[config.mk]
export PLATFORM = sky130hd
export DESIGN_NAME = sram_fifo
export DESIGN_NICKNAME = d
export VERILOG_FILES = /design/src/rtl/sram_fifo.sv
export SDC_FILE = /design/constraint.sdc
export NUM_CORES = 2
export LEC_CHECK = 0
export CAP_MARGIN = 20
export CORE_ASPECT_RATIO = 1.2
export CORE_MARGIN = 8
export CORE_UTILIZATION = 30
export DETAILED_ROUTE_END_ITERATION = 10
export PLACE_DENSITY_LB_ADDON = 0.2
export SETUP_SLACK_MARGIN = 0.2
export SYNTH_ARGS = -nofsm -noshare
export SYNTH_HDL_FRONTEND = slang
export SYNTH_SLANG_ARGS = --single-unit
[constraint.sdc]
create_clock -name clk -period 14.7 [get_ports clk]
set_input_delay 1.47 -clock clk [delete_from_list [all_inputs] [get_ports clk]]
set_output_delay 1.47 -clock clk [all_outputs]
set_load 0.01 [all_outputs]
[src/rtl/sram_fifo.sv]
// ---------------------------------------------------------------------------
// sram_fifo -- synchronous show-ahead FIFO built on a single sram_1r1w.
//
// The SRAM's registered read is always aimed at the *next* head (rd_ptr after
// any dequeue this cycle). Its write-to-read bypass covers an enqueue into an
// empty queue. Together these present the head on dequeue_value with zero
// added latency, straight from the SRAM read register.
//
// Optional feature macro: SRAM_FIFO_GUARD_EN
//   defined   : enqueue while full / dequeue while empty are dropped, with a
//               simulation warning.
//   undefined : accept terms are the raw enqueue_en / dequeue_en; callers
//               must honour full and empty.
//
// Ports:
//   clk            in  1      rising-edge clock
//   reset          in  1      synchronous active-high reset
//   flush          in  1      discard contents (pointers/count to 0)
//   enqueue_en     in  1      write enqueue_value this cycle
//   enqueue_value  in  WIDTH  data to enqueue
//   full           out 1      count == SIZE (registered)
//   almost_full    out 1      count >= ALMOST_FULL_THRESHOLD (registered)
//   dequeue_en     in  1      pop the head this cycle
//   dequeue_value  out WIDTH  current head, valid while empty == 0
//   empty          out 1      count == 0 (registered)
//   almost_empty   out 1      count <= ALMOST_EMPTY_THRESHOLD (registered)
//
// Also contains sram_1r1w, the 1-read/1-write SRAM model used as storage.
// ---------------------------------------------------------------------------

// sram_1r1w -- SIZE x DATA_WIDTH memory, one write port, one registered read
// port. READ_DURING_WRITE="NEW_DATA" forwards same-address write data to the
// read register.
//   clk         in  1           clock
//   read_en     in  1           capture read_addr contents this cycle
//   read_addr   in  ADDR_WIDTH  read address
//   read_data   out DATA_WIDTH  registered read data
//   write_en    in  1           write write_data to write_addr
//   write_addr  in  ADDR_WIDTH  write address
//   write_data  in  DATA_WIDTH  write data
module sram_1r1w #(
    parameter int    DATA_WIDTH        = 32,
    parameter int    SIZE              = 64,
    parameter string READ_DURING_WRITE = "NEW_DATA",
    parameter int    ADDR_WIDTH        = $clog2(SIZE)
) (
    input  logic                  clk,
    input  logic                  read_en,
    input  logic [ADDR_WIDTH-1:0] read_addr,
    output logic [DATA_WIDTH-1:0] read_data,
    input  logic                  write_en,
    input  logic [ADDR_WIDTH-1:0] write_addr,
    input  logic [DATA_WIDTH-1:0] write_data
);
    localparam bit BYPASS = (READ_DURING_WRITE == "NEW_DATA");

    logic [DATA_WIDTH-1:0] mem_q [SIZE];
    logic [DATA_WIDTH-1:0] read_data_q;
    logic [DATA_WIDTH-1:0] read_data_d;

    always_comb begin
        read_data_d = read_data_q;
        if (read_en) begin
            if (BYPASS && write_en && (write_addr == read_addr)) begin
                read_data_d = write_data;
            end else begin
                read_data_d = mem_q[read_addr];
            end
        end
    end

    always_ff @(posedge clk) begin
        if (write_en) begin
            mem_q[write_addr] <= write_data;
        end
    end

    always_ff @(posedge clk) begin
        read_data_q <= read_data_d;
    end

    assign read_data = read_data_q;
endmodule

module sram_fifo #(
    parameter int WIDTH                  = 64,
    parameter int SIZE                   = 64,
    parameter int ALMOST_FULL_THRESHOLD  = SIZE,
    parameter int ALMOST_EMPTY_THRESHOLD = 1,
    parameter int ADDR_WIDTH             = $clog2(SIZE)
) (
    input  logic             clk,
    input  logic             reset,
    input  logic             flush,
    input  logic             enqueue_en,
    input  logic [WIDTH-1:0] enqueue_value,
    output logic             full,
    output logic             almost_full,
    input  logic             dequeue_en,
    output logic [WIDTH-1:0] dequeue_value,
    output logic             empty,
    output logic             almost_empty
);
    localparam int COUNT_WIDTH = $clog2(SIZE + 1);
    localparam logic [ADDR_WIDTH-1:0]  LAST_ADDR = ADDR_WIDTH'(SIZE - 1);
    localparam logic [COUNT_WIDTH-1:0] SIZE_CNT  = COUNT_WIDTH'(SIZE);
    localparam logic [COUNT_WIDTH-1:0] AF_CNT    = COUNT_WIDTH'(ALMOST_FULL_THRESHOLD);
    localparam logic [COUNT_WIDTH-1:0] AE_CNT    = COUNT_WIDTH'(ALMOST_EMPTY_THRESHOLD);
    localparam logic AF_RESET = (ALMOST_FULL_THRESHOLD == 0);

    logic [ADDR_WIDTH-1:0]  wr_ptr_q, wr_ptr_d;
    logic [ADDR_WIDTH-1:0]  rd_ptr_q, rd_ptr_d;
    logic [COUNT_WIDTH-1:0] count_q, count_d;
    logic full_q, full_d;
    logic empty_q, empty_d;
    logic almost_full_q, almost_full_d;
    logic almost_empty_q, almost_empty_d;

    logic enq_ok, deq_ok;
    logic enq_fire, deq_fire;

    // Explicit wrap so non-power-of-two depths work.
    function automatic logic [ADDR_WIDTH-1:0] ptr_inc(input logic [ADDR_WIDTH-1:0] p);
        return (p == LAST_ADDR) ? '0 : p + ADDR_WIDTH'(1);
    endfunction

`ifdef SRAM_FIFO_GUARD_EN
    assign enq_ok = enqueue_en & ~full_q;
    assign deq_ok = dequeue_en & ~empty_q;
`else
    assign enq_ok = enqueue_en;
    assign deq_ok = dequeue_en;
`endif

    assign enq_fire = enq_ok & ~flush & ~reset;
    assign deq_fire = deq_ok & ~flush & ~reset;

    always_comb begin
        wr_ptr_d = wr_ptr_q;
        rd_ptr_d = rd_ptr_q;
        count_d  = count_q;
        if (flush) begin
            wr_ptr_d = '0;
            rd_ptr_d = '0;
            count_d  = '0;
        end else begin
            if (enq_fire) wr_ptr_d = ptr_inc(wr_ptr_q);
            if (deq_fire) rd_ptr_d = ptr_inc(rd_ptr_q);
            unique case ({enq_fire, deq_fire})
                2'b10:   count_d = count_q + COUNT_WIDTH'(1);
                2'b01:   count_d = count_q - COUNT_WIDTH'(1);
                default: count_d = count_q;
            endcase
        end
        full_d         = (count_d == SIZE_CNT);
        empty_d        = (count_d == '0);
        almost_full_d  = (count_d >= AF_CNT);
        almost_empty_d = (count_d <= AE_CNT);
    end

    always_ff @(posedge clk) begin
        if (reset) begin
            wr_ptr_q       <= '0;
            rd_ptr_q       <= '0;
            count_q        <= '0;
            full_q         <= 1'b0;
            empty_q        <= 1'b1;
            almost_full_q  <= AF_RESET;
            almost_empty_q <= 1'b1;
        end else begin
            wr_ptr_q       <= wr_ptr_d;
            rd_ptr_q       <= rd_ptr_d;
            count_q        <= count_d;
            full_q         <= full_d;
            empty_q        <= empty_d;
            almost_full_q  <= almost_full_d;
            almost_empty_q <= almost_empty_d;
        end
    end

`ifdef SRAM_FIFO_GUARD_EN
`ifndef SYNTHESIS
    always @(posedge clk) begin
        if (!reset && !flush) begin
            if (enqueue_en && full_q)
                $display("sram_fifo warning: enqueue while full dropped at %0t", $time);
            if (dequeue_en && empty_q)
                $display("sram_fifo warning: dequeue while empty ignored at %0t", $time);
        end
    end
`endif
`endif

    // Read address is the head as it will be after this cycle, so the
    // registered read data is the new head on the following cycle.
    sram_1r1w #(
        .DATA_WIDTH       (WIDTH),
        .SIZE             (SIZE),
        .READ_DURING_WRITE("NEW_DATA")
    ) u_sram (
        .clk       (clk),
        .read_en   (1'b1),
        .read_addr (rd_ptr_d),
        .read_data (dequeue_value),
        .write_en  (enq_fire),
        .write_addr(wr_ptr_q),
        .write_data(enqueue_value)
    );

    assign full         = full_q;
    assign empty        = empty_q;
    assign almost_full  = almost_full_q;
    assign almost_empty = almost_empty_q;
endmodule

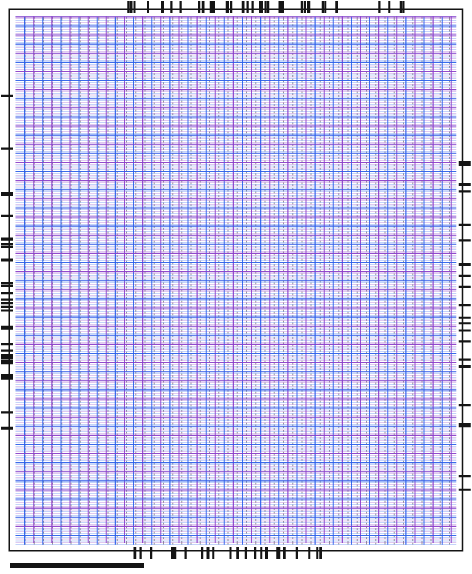
(images/power_grid.png)
Scale bar: 200 um. Pins as bars on the die edge. Tap cells in grey.
Key: blue = VSS; purple = VDD
291 met1 rails follow the rows. The core has 290 rows.

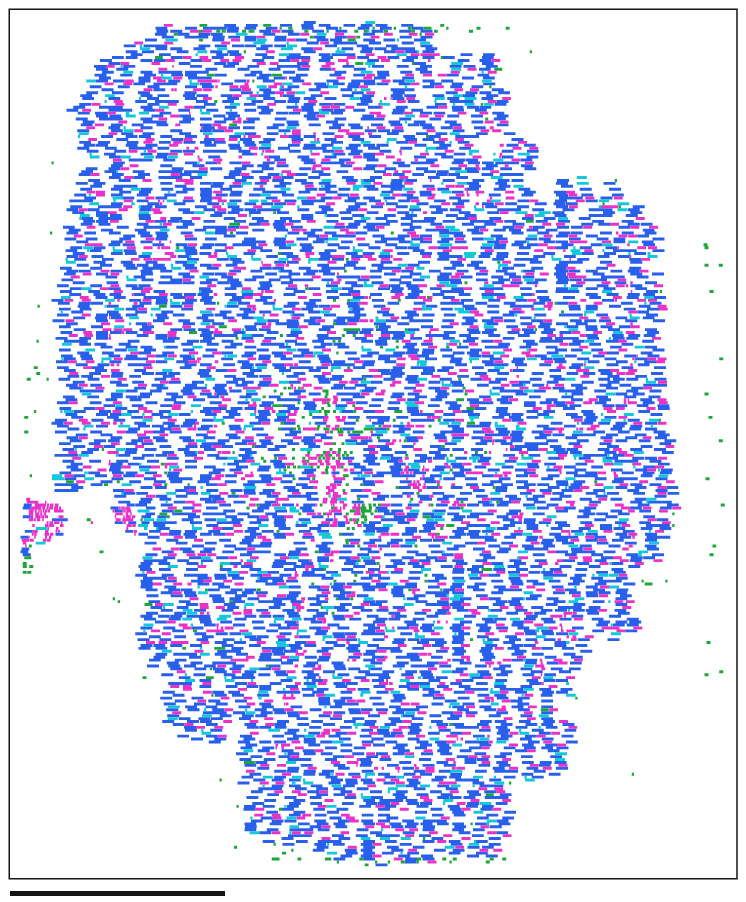
(images/placement_by_type.png)
Scale bar: 200 um.
Key: green = other buffers and delay cells [cells 381, share of their area 2.0%]; cyan = clock drivers and dummy loads [cells 766, share of their area 7.6%]; magenta = combinational and other logic [cells 1864, share of their area 19%]; blue = flops [cells 4125, share of their area 72%]

==> job_summary.md <==
### Flow metrics

| Metric | Value |
|---|---|
| Critical path arrival | `6640 ps` |
| Worst reg2reg path startpoint | `wr_ptr_q[0]` |
| Height of the die | `807 um` |
| Mapped Avg Cell Area | `24.7 sq um` |
| Congestion Overflow GR | `0` |
| Setup TNS | `0 ps` |
| First-pass GRT wire length | `660 mm` |
| Total wire length | `485 mm` |
| Area leader, netlist | `edfxtp_1` |
| Aoi share | `1.26%` |
| Fin crit share | `55.2%` |
| Final setup fails | `0` |
| Nets | `6861` |
| Cells after Synth | `roughly 6300` |
| H-tree Lvls | `5` |
| Seq share, synth | `79.0%` |
| Number of global-route vias before repair | `76087` |
| Final min period | `8110 ps` |
| Crit path DRT | `around 13000 ps` |
| Clock sinks | `about 4100` |
| Synth warnings | `0` |
| Layout cells sized above 1 | `30.3%` |
| Total GRT Usage | `approximately 17%` |
| Chip area | `0.545 sq mm` |
| Filler cells | `approximately 48000` |
| CTS buffer count | `approximately 420` |
| Dpl hpwl | `262 mm` |
| Synth unique cells | `50` |
| DRT antenna net count | `0` |
| Dpl ws | `7460 ps` |
| Worst hold path type | `reg2reg` |
| Core Box Area | `approximately 0.52 sq mm` |
| Adders+Majority by Area | `0.0400%` |
| Commonest Layout Cell | `edfxtp_1` |
| Initial antenna violation count | `32` |
| Startpoint types | `flop` |
| Main flop type | `edfxtp_1` |
| YS chip area | `0.157 sq mm` |
| Share of the synthesized area in the top cell type | `between 70% and 80%` |
| WL/cell | `34.7 um` |
| Resized cells post-CTS | `0` |
| DR vias/cell | `5.20` |
| DRC viols | `0` |
| 1st-iter DRT viols | `7263` |
| Ys async rst share | `0%` |
| Synth-to-layout area growth | `15.4%` |
| Final Util | `34.7%` |
| CTS tree | `yes` |
| Final Hold Fails | `0` |
| Total number of vias | `between 70000 and 80000` |
| Core Util at FP | `30.1%` |
| CP Capture Type | `output pin` |
| Fmax | `about 120 MHz` |
| Biggest area cells | `edfxtp_1 79%, mux4_2 17%, mux2i_1 0.53%, o22ai_1 0.51%, clkbuf_1 0.44%` |
| RSZ-0062 raised after global routing | `no` |
| MUX share of area | `approximately 18%` |
| Mapped Area | `0.157 sq mm` |
| Post-CTS setup buffers | `0` |
| # IOs | `137` |
| Gpl congestion | `about 0.74` |
| XOR Share, Synth | `0.0895%` |
| # hold bufs at CTS | `0` |
| Crit Path Max Fanout | `54` |
| Final Max Slew Viols | `0` |
| Max-slew headroom | `approximately 16%` |
| Number of standard cells reported by yosys | `6339` |
| Cells after DPL | `13212` |
| Final Non-Filler Cells | `14005` |
| Clock Skew | `61.7 ps` |
| Initial DRT Pass Iterations | `5` |
| Status | `finished, final reports clean` |
| WS Path Type | `reg2out` |
| Tool warnings | `43` |
| # rows | `290` |
| Top Layout Cells | `4096 x edfxtp_1, 1208 x mux4_2, 420 x clkbuf_16, 208 x buf_4, 128 x o22ai_1` |
| Number of enable flip-flop cells | `4096` |
| Peak supply drop | `92.5 uV` |
| Max-cap violation count | `0` |
| Hold_sp | `rd_ptr_q[5]` |
| Power per Cell Area | `133 mW/mm^2` |
| Main logic family | `multiplexers` |
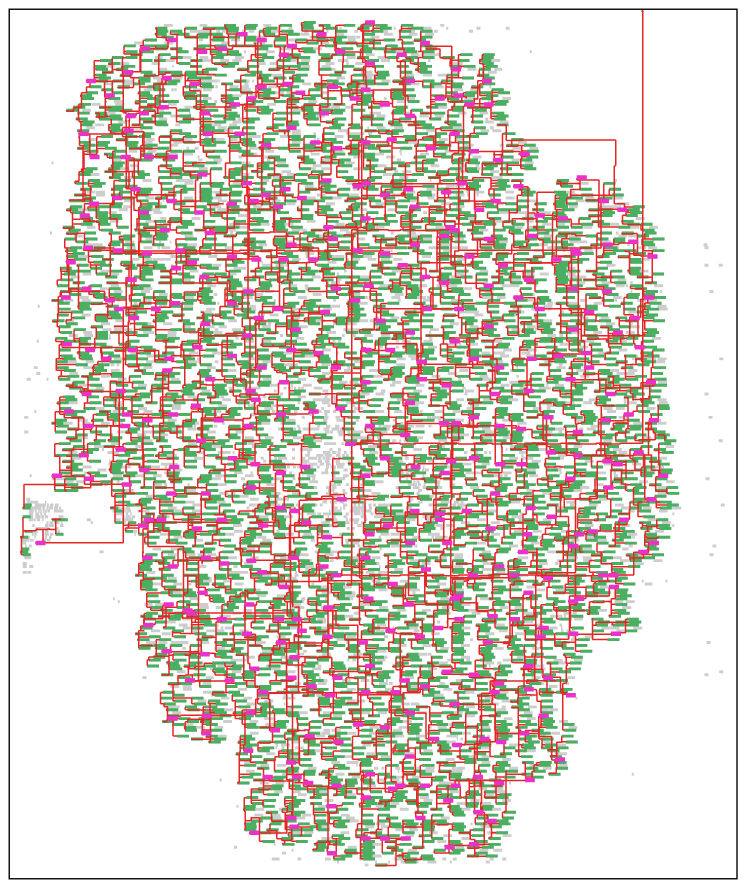
(images/clk_routes.png)
Key: red = clock wires [length 51.4 mm]; green = flip-flops [count 4125]; magenta = clock drivers [count 415]
There are 416 routed clock nets.

==> state kept, by name, summed over array words and instances, names as in the netlist, named ones only <==
name / count
u_sram.mem_q: 4096
count_q: 7
wr_ptr_q: 6
almost_full: 1
full: 1
almost_empty: 1
empty: 1
rd_ptr_q: 6
==> final cells by class <==
type / count / area, sq um / area share, %
sequential: 4125 / 124000 / 68.5
tap: 6862 / 8590 / 4.76
antenna: 7 / 17.5 / 0.00970
clock buffer: 516 / 10900 / 6.02
timing repair buffer: 381 / 3410 / 1.89
inverter: 4 / 15.0 / 0.00832
clock inverter: 250 / 2230 / 1.23
multi-input combinational: 1860 / 31800 / 17.6
==> per-layer routing <==
layer | track usage [%] | part of all wire, % | vias to the layer above
met1 | 22.2 | 40 | 41401
met4 | 3.93 | 2.4 | 20
met2 | 31.4 | 53 | 2228
met5 | 0 | 0.027 | -
li1 | - | - | 28599
met3 | 2.34 | 5.0 | 639
==> cells in the mapped netlist (3+ instances only) <==
master	number
a21oi_1	72
a22oi_1	4
a31o_2	3
a31oi_1	6
and3_1	3
buf_1	20
buf_2	122
buf_4	14
buf_6	10
clkbuf_1	184
dfxtp_1	29
edfxtp_1	4096
ha_1	5
inv_1	4
mux2i_1	83
mux4_2	1208
nand2_1	28
nand2b_1	7
nand3_1	8
nand3b_1	4
nand4_1	3
nor2_1	150
nor2b_1	10
nor3_1	12
o21ai_0	15
o221ai_1	60
o22ai_1	128
or2_2	4
or3_1	6
xnor2_1	7
xor2_1	9
==> worst paths after layout <==
path	to	slack [ps]	cells after the start
setup / recovery	dequeue_value[37]	6590	8
hold / removal	rd_ptr_q[5]	510	2
setup reg to reg	u_sram.mem_q[15][2]	10700	4
hold reg to reg	rd_ptr_q[5]	510	2
==> cells by family after synthesis <==
kind of cell,Yosys count
AOI/OAI and AO/OA,301
and+or+nand+nor,247
adders and majority gates,5
DFF,4125
buffers and inverters,354
muxes,1291
xor gates and xnor gates,16
==> critical path, stage by stage (launching register included) <==
cell             delay, ps
dfxtp_4                780
buf_4                  930
buf_4                  780
buf_4                  830
mux4_2                 420
mux4_2                 490
o22ai_1                440
nor2_1                 200
clkdlybuf4s50_1        540
==> through the flow <==
stage / cell area, sq um / hold slack, ps / total power [mW]
floorplan: 157000 / 463 / 13.6
detailed placement: 167000 / 497 / 13.9
global placement: 167000 / 489 / 13.9
CTS: 180000 / 507 / 24.3
finish: 181000 / 510 / 24.0
global route: 181000 / 531 / 24.7
==> power breakdown <==
part	switching, mW	total (mW)	internal, mW
registers	0.00905	12.9	12.9
logic	0.412	0.723	0.311
clock network	4.56	10.4	5.80
Power and IR drop assume default switching activity.
